[config.mk]
export PLATFORM = sky130hd
export DESIGN_NAME = l2_arbiter
export DESIGN_NICKNAME = d
export VERILOG_FILES = /design/src/rtl/l2_arbiter.sv
export SDC_FILE = /design/constraint.sdc
export NUM_CORES = 1
export LEC_CHECK = 0
export ABC_AREA = 1
export CORE_AREA = 2 2 292 294
export CTS_CLUSTER_SIZE = 40
export DETAILED_ROUTE_END_ITERATION = 8
export DIE_AREA = 0 0 294 296
export PLACE_DENSITY = 0.39
export SYNTH_ARGS = -nofsm -noshare
export SYNTH_HDL_FRONTEND = slang
export SYNTH_SLANG_ARGS = --single-unit
[constraint.sdc]
create_clock -name clk -period 1.9 [get_ports clk]
set_input_delay 0.19 -clock clk [delete_from_list [all_inputs] [get_ports clk]]
set_output_delay 0.19 -clock clk [all_outputs]
set_load 0.02 [all_outputs]
[src/rtl/l2_arbiter.sv]
// l2_arbiter
// Shares the single unified L2 port between the I-cache miss path and the
// D-cache miss/writeback path. One 128-bit line transaction is in flight at
// a time. Simultaneous requests alternate round-robin.
//
// Ports
//   clk, rst_n                  clock, asynchronous active-low reset
//   icache_read/_address        I-cache line read request (held until resp)
//   icache_rdata/_resp          line returned to I-cache, completion pulse
//   dcache_read/_write/_address/_wdata   D-cache read or writeback request
//   dcache_rdata/_resp          line returned to D-cache, completion pulse
//   l2_read/_write/_address/_wdata       command to L2 (registered)
//   l2_rdata/_resp              L2 read line and completion pulse
//   clear_counters              synchronous clear of all counters
//   i_grant_count, d_grant_count, conflict_count   saturating counters
//   state_o                     debug view of the FSM state
//
// Handshake: an L1 request is a level held high until its resp pulse. The
// arbiter samples requests only in IDLE and latches op/address/wdata at the
// grant edge, so the L1 may change its inputs freely after that edge. The L2
// command stays asserted until the one-cycle l2_resp. resp is combinational
// with l2_resp, and the following IDLE cycle lets the finished requester
// drop its request before the next arbitration.
module l2_arbiter #(
  parameter int CNT_WIDTH = 16
) (
  input  logic                 clk,
  input  logic                 rst_n,
  input  logic                 icache_read,
  input  logic [15:0]          icache_address,
  output logic [127:0]         icache_rdata,
  output logic                 icache_resp,
  input  logic                 dcache_read,
  input  logic                 dcache_write,
  input  logic [15:0]          dcache_address,
  input  logic [127:0]         dcache_wdata,
  output logic [127:0]         dcache_rdata,
  output logic                 dcache_resp,
  output logic                 l2_read,
  output logic                 l2_write,
  output logic [15:0]          l2_address,
  output logic [127:0]         l2_wdata,
  input  logic [127:0]         l2_rdata,
  input  logic                 l2_resp,
  input  logic                 clear_counters,
  output logic [CNT_WIDTH-1:0] i_grant_count,
  output logic [CNT_WIDTH-1:0] d_grant_count,
  output logic [CNT_WIDTH-1:0] conflict_count,
  output logic [1:0]           state_o
);

  typedef enum logic [1:0] {
    IDLE    = 2'd0,
    SERVE_I = 2'd1,
    SERVE_D = 2'd2
  } state_t;

  localparam logic LAST_I = 1'b0;
  localparam logic LAST_D = 1'b1;

  state_t                 state_q;
  logic                   last_served_q;
  logic                   l2_read_q;
  logic                   l2_write_q;
  logic [15:0]            l2_address_q;
  logic [127:0]           l2_wdata_q;
  logic [CNT_WIDTH-1:0]   i_cnt_q;
  logic [CNT_WIDTH-1:0]   d_cnt_q;
  logic [CNT_WIDTH-1:0]   conf_cnt_q;

  logic req_i;
  logic req_d;
  logic grant_i;
  logic grant_d;
  logic both_pending;

  function automatic logic [CNT_WIDTH-1:0] sat_inc(input logic [CNT_WIDTH-1:0] v);
    return (v == {CNT_WIDTH{1'b1}}) ? v : v + {{(CNT_WIDTH-1){1'b0}}, 1'b1};
  endfunction

  always_comb begin
    req_i        = icache_read;
    req_d        = dcache_read | dcache_write;
    both_pending = req_i & req_d;
    // On a tie the requester not served last wins.
    grant_i = (state_q == IDLE) && req_i && (!req_d || (last_served_q == LAST_D));
    grant_d = (state_q == IDLE) && req_d && (!req_i || (last_served_q == LAST_I));
  end

  // Main FSM with registered L2 command; the command registers double as
  // the latched request and are zero whenever the FSM is in IDLE.
  always_ff @(posedge clk or negedge rst_n) begin
    if (!rst_n) begin
      state_q       <= IDLE;
      last_served_q <= LAST_D;
      l2_read_q     <= 1'b0;
      l2_write_q    <= 1'b0;
      l2_address_q  <= '0;
      l2_wdata_q    <= '0;
    end else begin
      case (state_q)
        IDLE: begin
          if (grant_i) begin
            state_q       <= SERVE_I;
            last_served_q <= LAST_I;
            l2_read_q     <= 1'b1;
            l2_write_q    <= 1'b0;
            l2_address_q  <= icache_address;
            l2_wdata_q    <= '0;
          end else if (grant_d) begin
            state_q       <= SERVE_D;
            last_served_q <= LAST_D;
            // Read and write both high is illegal; treat it as a write.
            l2_read_q     <= ~dcache_write;
            l2_write_q    <= dcache_write;
            l2_address_q  <= dcache_address;
            l2_wdata_q    <= dcache_wdata;
          end
        end
        SERVE_I, SERVE_D: begin
          if (l2_resp) begin
            state_q      <= IDLE;
            l2_read_q    <= 1'b0;
            l2_write_q   <= 1'b0;
            l2_address_q <= '0;
            l2_wdata_q   <= '0;
          end
        end
        default: begin
          state_q <= IDLE;
        end
      endcase
    end
  end

  // Counters: clear wins over any same-cycle increment.
  always_ff @(posedge clk or negedge rst_n) begin
    if (!rst_n) begin
      i_cnt_q    <= '0;
      d_cnt_q    <= '0;
      conf_cnt_q <= '0;
    end else if (clear_counters) begin
      i_cnt_q    <= '0;
      d_cnt_q    <= '0;
      conf_cnt_q <= '0;
    end else begin
      if (grant_i) i_cnt_q <= sat_inc(i_cnt_q);
      if (grant_d) d_cnt_q <= sat_inc(d_cnt_q);
      if ((grant_i || grant_d) && both_pending) conf_cnt_q <= sat_inc(conf_cnt_q);
    end
  end

  always_comb begin
    l2_read        = l2_read_q;
    l2_write       = l2_write_q;
    l2_address     = l2_address_q;
    l2_wdata       = l2_wdata_q;
    // Completion is only recognised while a transaction is in flight.
    icache_resp    = (state_q == SERVE_I) && l2_resp;
    dcache_resp    = (state_q == SERVE_D) && l2_resp;
    icache_rdata   = l2_rdata;
    dcache_rdata   = l2_rdata;
    i_grant_count  = i_cnt_q;
    d_grant_count  = d_cnt_q;
    conflict_count = conf_cnt_q;
    state_o        = state_q;
  end

endmodule

**Run 1: cell outlines without signal wires**

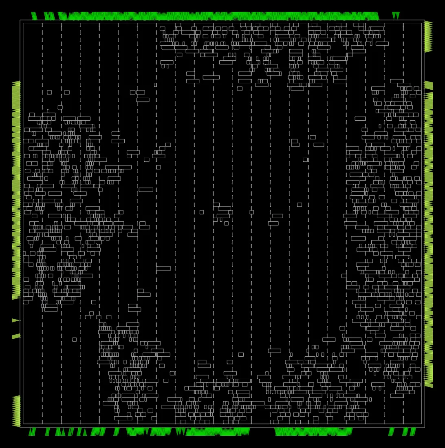
number of standard cells in the layout, taps in and fillers out: 2692
number of sequential storage elements: 197

**Run 1: metal 3**

Scale: 1 px per um.
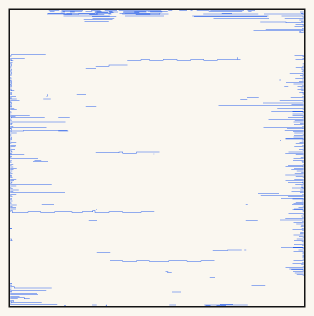
longest straight run: 85.0 um
main direction: horizontal
wire length on this layer: 4390 um
share of all routed wire: 10%
number of vias in the routed layout: 9440
met3 Usage GRT: 0.0473

==> results.sh, run 1 <==
# flow metrics
export IMPL_grt_use_met1=0.109
export IMPL_post_synth_top_area_cell="dfrtp_1"
export IMPL_syn_avg_cell_area_um2=8.02
export IMPL_number_of_antenna_violations_at_the_first_check_in_global_routing=2
export IMPL_worst_endpoint_arrival_ns=2.19
export IMPL_worst_slew_margin_rel=0.640
export IMPL_num_tap_cells=1090
export IMPL_cap_viol_max_count=0
export IMPL_worstPathCellList="inv_2 -> ha_4 -> inv_4 -> nor2_4 -> nor2_2 -> buf_6 -> nand2_8 -> clkbuf_16 -> clkbuf_16 -> nand2_2 -> o21ai_1"
export IMPL_wl_met1_um=18000
export IMPL_max_slew_worst_pin_slew_ns=0.540
export IMPL_logic_gates=832
export IMPL_non_clock_buffering_overhead_in_the_final_layout=0.308
export IMPL_grt_first_pass_wirelength_um=60100
export IMPL_cts_tree="built"
export IMPL_timing_critical_path_from_type="flip-flop"
export IMPL_crit_slowest_cell="dfrtp_2"
export IMPL_grt_busiest_layer="met2"
export IMPL_portBuffers=364
export IMPL_grt_pass1_vias=9329
export IMPL_hpwlAfterDp_um=31300
export IMPL_drt_iter0_drcs=394
export IMPL_number_of_clock_buffers_in_the_layout=17
export IMPL_fmax_ghz=0.550
export IMPL_async_set_reset_flop_share_out_of_synthesis=1.00
export IMPL_ctsRootBufferMaster="clkbuf_16"
export IMPL_critPathTopFamily="buffers and inverters"
export IMPL_ff_latch_area_um2=4930
export IMPL_num_fill_cells=9398
export IMPL_final_hold_worst_slack_ns=0.202
export IMPL_timing_critical_path_buf_inv=5
export IMPL_signal_buffers=475
export IMPL_min_period_ns=1.82
export IMPL_drive_gt1_frac=0.127
export IMPL_common_cells="448 x nand2_1, 262 x buf_4, 196 x dfrtp_1"
export IMPL_synth_cell_area_um2=11300
export IMPL_outcome="complete, no violations"
export IMPL_final_setup_worst_slack_ns=0.0828
export IMPL_cts_repair_resized=21
**Run 1: routed metal, one color a layer**

Scale: 1 px per um. Only two layers are drawn.
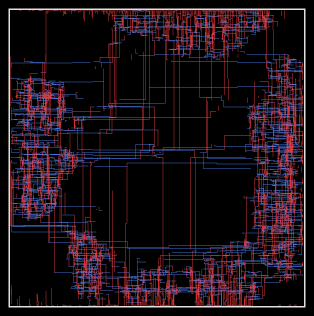
[metal 2] red | wire length: 19400 um
[metal 1] blue | wire length: 18000 um
total routing resource utilization after global routing: 0.0921
Total Wirelength: 43000 um
average wire per cell in the routed design: 16.0 um

**Run 1: placed cells, one color a class**

Scale: 1 px per um.
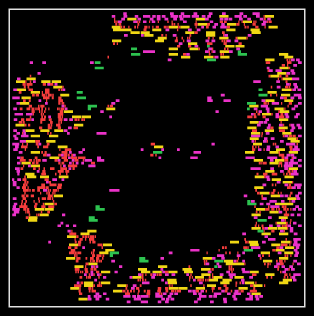
[sequential cells] yellow | cells: 197
[clock drivers and dummy loads] green | cells: 32
[combinational and other logic] red | cells: 898
[remaining buffers and delay cells] magenta | cells: 475
register fraction of the total cell area: 0.308
Finished Core Util: 0.190
core box area: 84200 um2
total number of placement rows: 107
post-route cell area: 16000 um2

==> run 1: path summary, 6_finish.rpt <==
path	startpoint	endpoint	slack (ns)	cells after the start
hold / removal	rst_n	l2_write	0.20	2
setup / recovery	state_o[1]	l2_wdata[124]	0.08	11
setup reg to reg	state_o[1]	l2_wdata[124]	0.08	11
max in group asynchronous	rst_n	last_served_q	0.98	3
hold reg to reg	l2_wdata[52]	l2_wdata[52]	0.49	2
min in group clk	dcache_wdata[98]	l2_wdata[98]	0.23	3
==> run 1: worst reg2reg max path, delay by kind of cell, from the launching register on <==
family                     cells  cell delay [ns]
AOI/OAI and AO/OA              1             0.06
adders and majority gates      1             0.22
buffers and inverters          5             0.68
DFF                            1             0.42
and+or+nand+nor                4             0.32
==> run 1: logic make-up (layout without fill, tap and decap cells) <==
logic type	after synthesis	after routing	synth area share
buffers and inverters	384	573	0.233
AND/OR/NAND/NOR	591	593	0.213
flip-flops	197	197	0.436
AND-OR/OR-AND	212	212	0.0955
XOR/XNOR	20	20	0.0155
adder cells (fa/ha/maj)	7	7	0.00774
==> run 1: per-stage QoR <==
step | util | cells | total power [uW]
after floorplan | - | 1411 | 14000
after CTS | 0.184 | 2676 | 23600
final | 0.190 | 2692 | 24900
after global routing | 0.190 | 2692 | 26900
after detailed placement | 0.176 | 2640 | 19200
after global placement | 0.176 | 2640 | 19100
==> run 1: sequential cells by signal, summed over array words and instances (netlist names) <==
name            flops
l2_wdata          128
conflict_count     16
d_grant_count      16
i_grant_count      16
l2_address         16
state_o             2
l2_read             1
l2_write            1
last_served_q       1
==> run 1: report_power, final <==
| part | switching (uW) | internal, uW |
|---|---|---|
| registers | 730 | 5490 |
| clock network | 2100 | 1790 |
| logic | 7940 | 6830 |
| total | 10800 | 14100 |
**Run 1: register map, names as in the netlist**

Scale: 2 px per um. Other sequential cells in the stronger gray, the rest of the logic in the fainter gray.
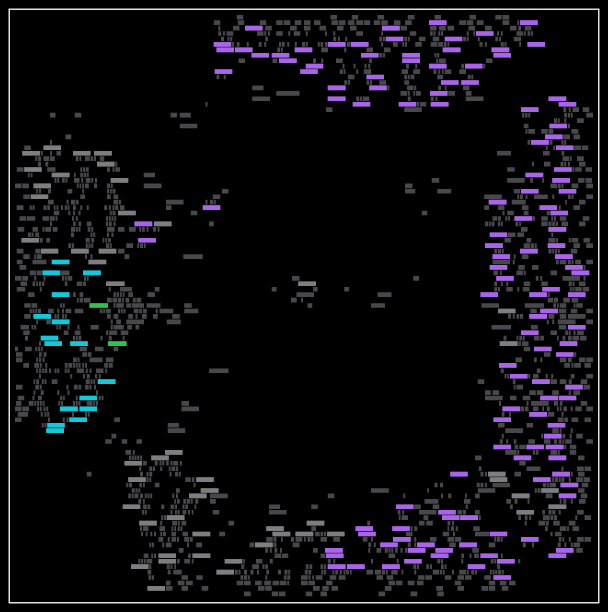

## Run 2: what changed since run 1
Settings changed: CORE_AREA 2 2 292 294 to 2 2 290 292, DIE_AREA 0 0 294 296 to 0 0 292 294, PLACE_DENSITY 0.39 to 0.38.
Clock period 1.9 ns to 2.3 ns, I/O delays scaled along.
**Run 2: register map, names as in the netlist**

Scale: 2 px per um. Other sequential cells in the stronger gray, the rest of the logic in the fainter gray.
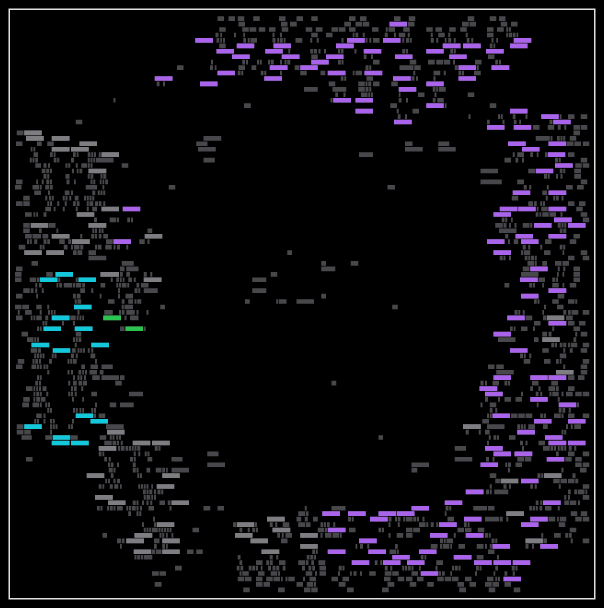
[l2_wdata] purple | sequential cells: 128
[conflict_count] cyan | sequential cells: 16 | where: left middle
[state_o] green | sequential cells: 2
not colored: 51
power drawn by the sequential cells: 5110 uW
footprint of the flip-flops and latches: 4930 um2
register fraction of the total cell area: 0.323
Finished Core Util: 0.184

==> results.sh, run 2 <==
# flow metrics
export IMPL_hpwlAfterDp_um=30100
export IMPL_reg2reg_to="l2_wdata[61]"
export IMPL_max_slew_worst_pin_slew_ns=0.522
export IMPL_fmax_ghz=0.468
export IMPL_cap_viol_max_count=0
export IMPL_outcome="complete, no violations"
export IMPL_r2r_worst_path_cells=12
export IMPL_ctsRootBufferMaster="clkbuf_16"
export IMPL_core_area_um2=82900
export IMPL_share_of_synthesized_cell_area_in_and_or_nand_and_nor_gates=0.213
export IMPL_ys_sh_adder=0.00774
export IMPL_rows=106
export IMPL_detail_route_wl_per_cell_um=15.8
export IMPL_detailroute_via_count=9094
export IMPL_drive_gt1_frac=0.0738
export IMPL_synth_cell_area_um2=11300
export IMPL_grt_use_total=0.0914
export IMPL_grt_first_pass_wirelength_um=58900
export IMPL_reg2reg_from="state_o[0]"
export IMPL_worst_slew_margin_rel=0.651
export IMPL_post_synth_top_area_cell="dfrtp_1"
**Run 2: metal 3**

Scale: 1 px per um.
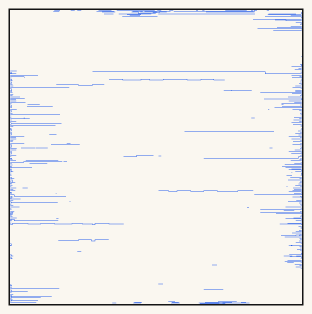
wire length on this layer: 4250 um
longest straight run: 173 um
nets with wire on the layer: 293
share of all routed wire: 10%
main direction: horizontal

[run 2: critical path, stage by stage, from the launching register on]
cell             delay, ns
dfrtp_1               0.39
inv_1                 0.11
ha_1                  0.21
nand2_1               0.07
inv_1                 0.05
clkdlybuf4s50_1       0.59
[run 2: worst max-delay path by stage]
stage | startpoint | to | cells after the start
finish | state_o[0] | dcache_resp | 5
global route | state_o[1] | conflict_count[11] | 11
CTS | state_o[0] | l2_address[5] | 10
detailed placement | dcache_write | l2_address[5] | 8
global placement | dcache_write | l2_address[5] | 8
floorplan | state_o[0] | l2_wdata[48] | 12
[run 2: final cells by class]
type                       count  area (um2)  share of cell area
sequential                   197        4930               0.323
timing repair buffer         417        4260               0.279
multi-input combinational    832        3810               0.250
tap                         1080        1350              0.0886
clock buffer                  17         425              0.0279
inverter                      66         248              0.0162
clock inverter                15         225              0.0148
[run 2: layer usage]
metal  routed length (um)  share of wire  up-vias  GRT usage
met5                    0              0        -          0
met3                 4250           0.10       91     0.0473
li1                     -              -     4457          -
met1                17200           0.41     4165      0.104
met4                 1450          0.035        0     0.0461
met2                18600           0.45      381      0.139
[run 2: where the power goes]
group | switching [uW] | internal [uW]
sequential | 575 | 4530
combinational | 6190 | 4210
clock | 1810 | 1640
[run 2: through the flow]
step	setup TNS [ns]	setup WS, ns	total power, uW	cell area, um2	utilization
final	0	0.162	19000	15300	0.184
after global routing	0	0.00245	20500	15300	0.184
after CTS	0	0.0405	18700	15100	0.182
after detailed placement	-0.0457	-0.0457	15000	14400	0.174
after global placement	-0.0661	-0.0661	15000	14400	0.174
after floorplan	0	0.353	11600	11300	-
[run 2: repair_timing]
action	CTS	global route
hold buffers	1	0
setup endpoints to repair	1	80
gates cloned	0	4
endpoints found under the hold margin	74	0
pin swaps	0	1
resized	1	6
setup buffers	0	7
**Run 2: cell outlines without signal wires**

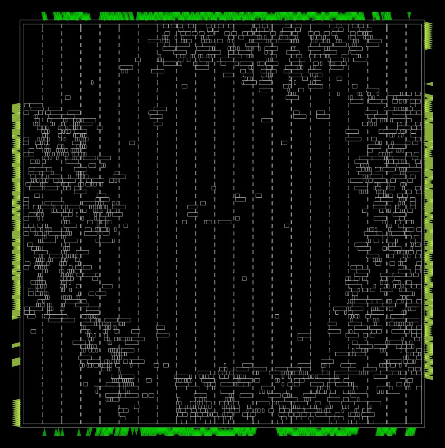

## Run 3: what changed since run 2
==> constraint.sdc (replaced) <==
create_clock -name clk -period 2.3 [get_ports clk]
set_input_delay 0.46 -clock clk [delete_from_list [all_inputs] [get_ports clk]]
set_output_delay 0.46 -clock clk [all_outputs]
set_load 0.02 [all_outputs]
**Run 3: cell outlines without signal wires**

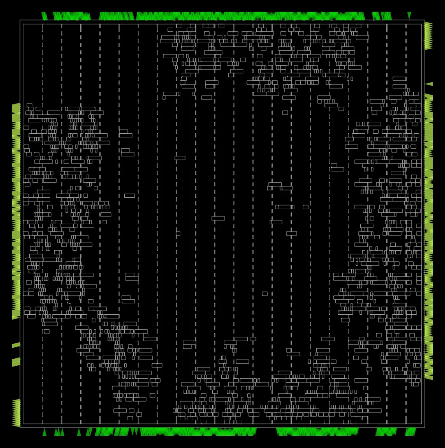
number of standard cells in the layout, taps in and fillers out: 2619
tap cells: 1080
total number of placement rows: 106

==> results.sh, run 3 <==
# flow metrics
export IMPL_detailroute_via_count=9009
export IMPL_timing_critical_path_buf_inv=1
export IMPL_grt_use_total=0.0909
export IMPL_cap_viol_max_count=0
export IMPL_internal_power_uw=10000
export IMPL_post_synth_top_area_cell="dfrtp_1"
export IMPL_crit_path_max_incr_delay_ns=0.70
export IMPL_detail_route_wl_per_cell_um=15.1
export IMPL_met3_usage=0.0400
export IMPL_combPwrFrac=0.539
export IMPL_grt_max_degree=82
export IMPL_grt_use_met1=0.108
export IMPL_place_area_um2=14500
export IMPL_fin_util=0.182
export IMPL_drive_gt1_frac=0.0702
export IMPL_grtUsageMet2=0.141
export IMPL_core_area_um2=82900
export IMPL_top_power_group="combinational cells"
export IMPL_flow_area_growth_from_synthesis_pct=33.6
export IMPL_hpwlAfterDp_um=30300
export IMPL_crit_slowest_cell="clkdlybuf4s50_1"
export IMPL_postLayoutCellArea_um2=15100
export IMPL_clock_net_power_uw=3210
export IMPL_fmax_ghz=0.468
export IMPL_outcome="complete, no violations"
export IMPL_dp_slack_ns=-0.0456
export IMPL_power_share_switching=0.446
export IMPL_final_antenna_net_count=0
export IMPL_ff_latch_area_um2=4930
export IMPL_worst_slew_margin_rel=0.640
export IMPL_final_setup_worst_slack_ns=0.163
export IMPL_net_switching_power_uw=8090
export IMPL_clkPwrFrac=0.177
export IMPL_p_seq_frac=0.284
export IMPL_grt_first_pass_wirelength_um=59000
export IMPL_ctsRootBufferMaster="clkbuf_16"
export IMPL_synth_cell_area_um2=11300
export IMPL_post_cts_buffers=0
export IMPL_logic_area_um2=3770
export IMPL_critPathTopFamily="buffers and inverters"
**Run 3: register map, names as in the netlist**

Scale: 2 px per um. Other sequential cells in the stronger gray, the rest of the logic in the fainter gray.
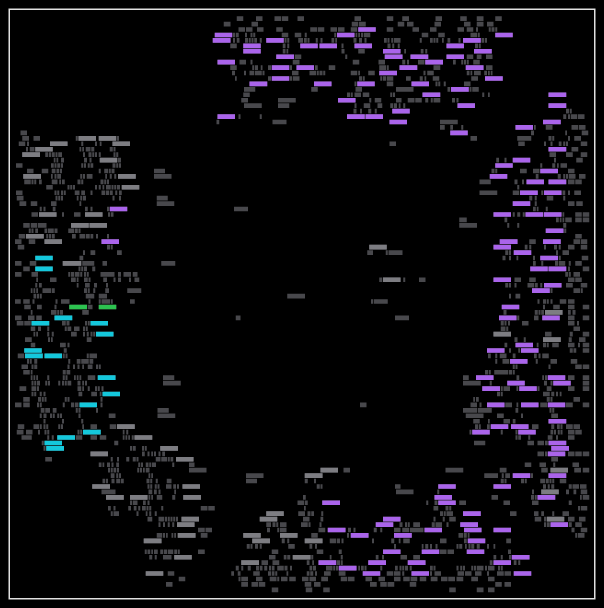
[conflict_count] cyan | sequential cells: 16 | where: left middle
[l2_wdata] purple | sequential cells: 128
[state_o] green | sequential cells: 2
not colored: 51

==> run 3: final cells by class <==
class | count | area share
Sequential cell | 197 | 0.326
Timing Repair Buffer | 413 | 0.277
Multi-Input combinational cell | 830 | 0.249
Tap cell | 1080 | 0.0894
Clock buffer | 17 | 0.0281
Inverter | 66 | 0.0164
Clock inverter | 15 | 0.0132
Antenna cell | 1 | 0.000166
==> run 3: metal layers <==
metal	share of wire	up-vias
met4	0.028	0
met2	0.46	365
met3	0.091	75
li1	-	4441
met5	0	-
met1	0.42	4128
==> run 3: path summary, 6_finish.rpt <==
check | start | to | slack, ns | cells after the start
min | rst_n | conflict_count[11] | 0.49 | 2
min in group clk | l2_wdata[88] | l2_wdata[88] | 0.49 | 2
min reg2reg | l2_wdata[88] | l2_wdata[88] | 0.49 | 2
max reg2reg | state_o[0] | l2_wdata[64] | 0.21 | 9
max in group asynchronous | rst_n | l2_wdata[50] | 1.11 | 3
max | i_grant_count[6] | i_grant_count[6] | 0.16 | 1
==> run 3: repair_timing <==
item | in CTS | in global routing
endpoints found under the setup margin | 1 | 26
endpoints found under the hold margin | 49 | 0
gates cloned | 0 | 0
resized | 1 | 1
hold buffers | 1 | 0
==> run 3: logic make-up (layout without fill, tap and decap cells) <==
kind of cell             after synthesis  count (layout)  share of synthesized area
buffers and inverters                384             511                      0.233
XOR/XNOR                              20              20                     0.0155
adder cells (fa/ha/maj)                7               7                    0.00774
other                                  0               1                          0
AND-OR/OR-AND                        212             212                     0.0955
AND/OR/NAND/NOR                      591             591                      0.213
flip-flops                           197             197                      0.436
Power and IR drop assume default switching activity.
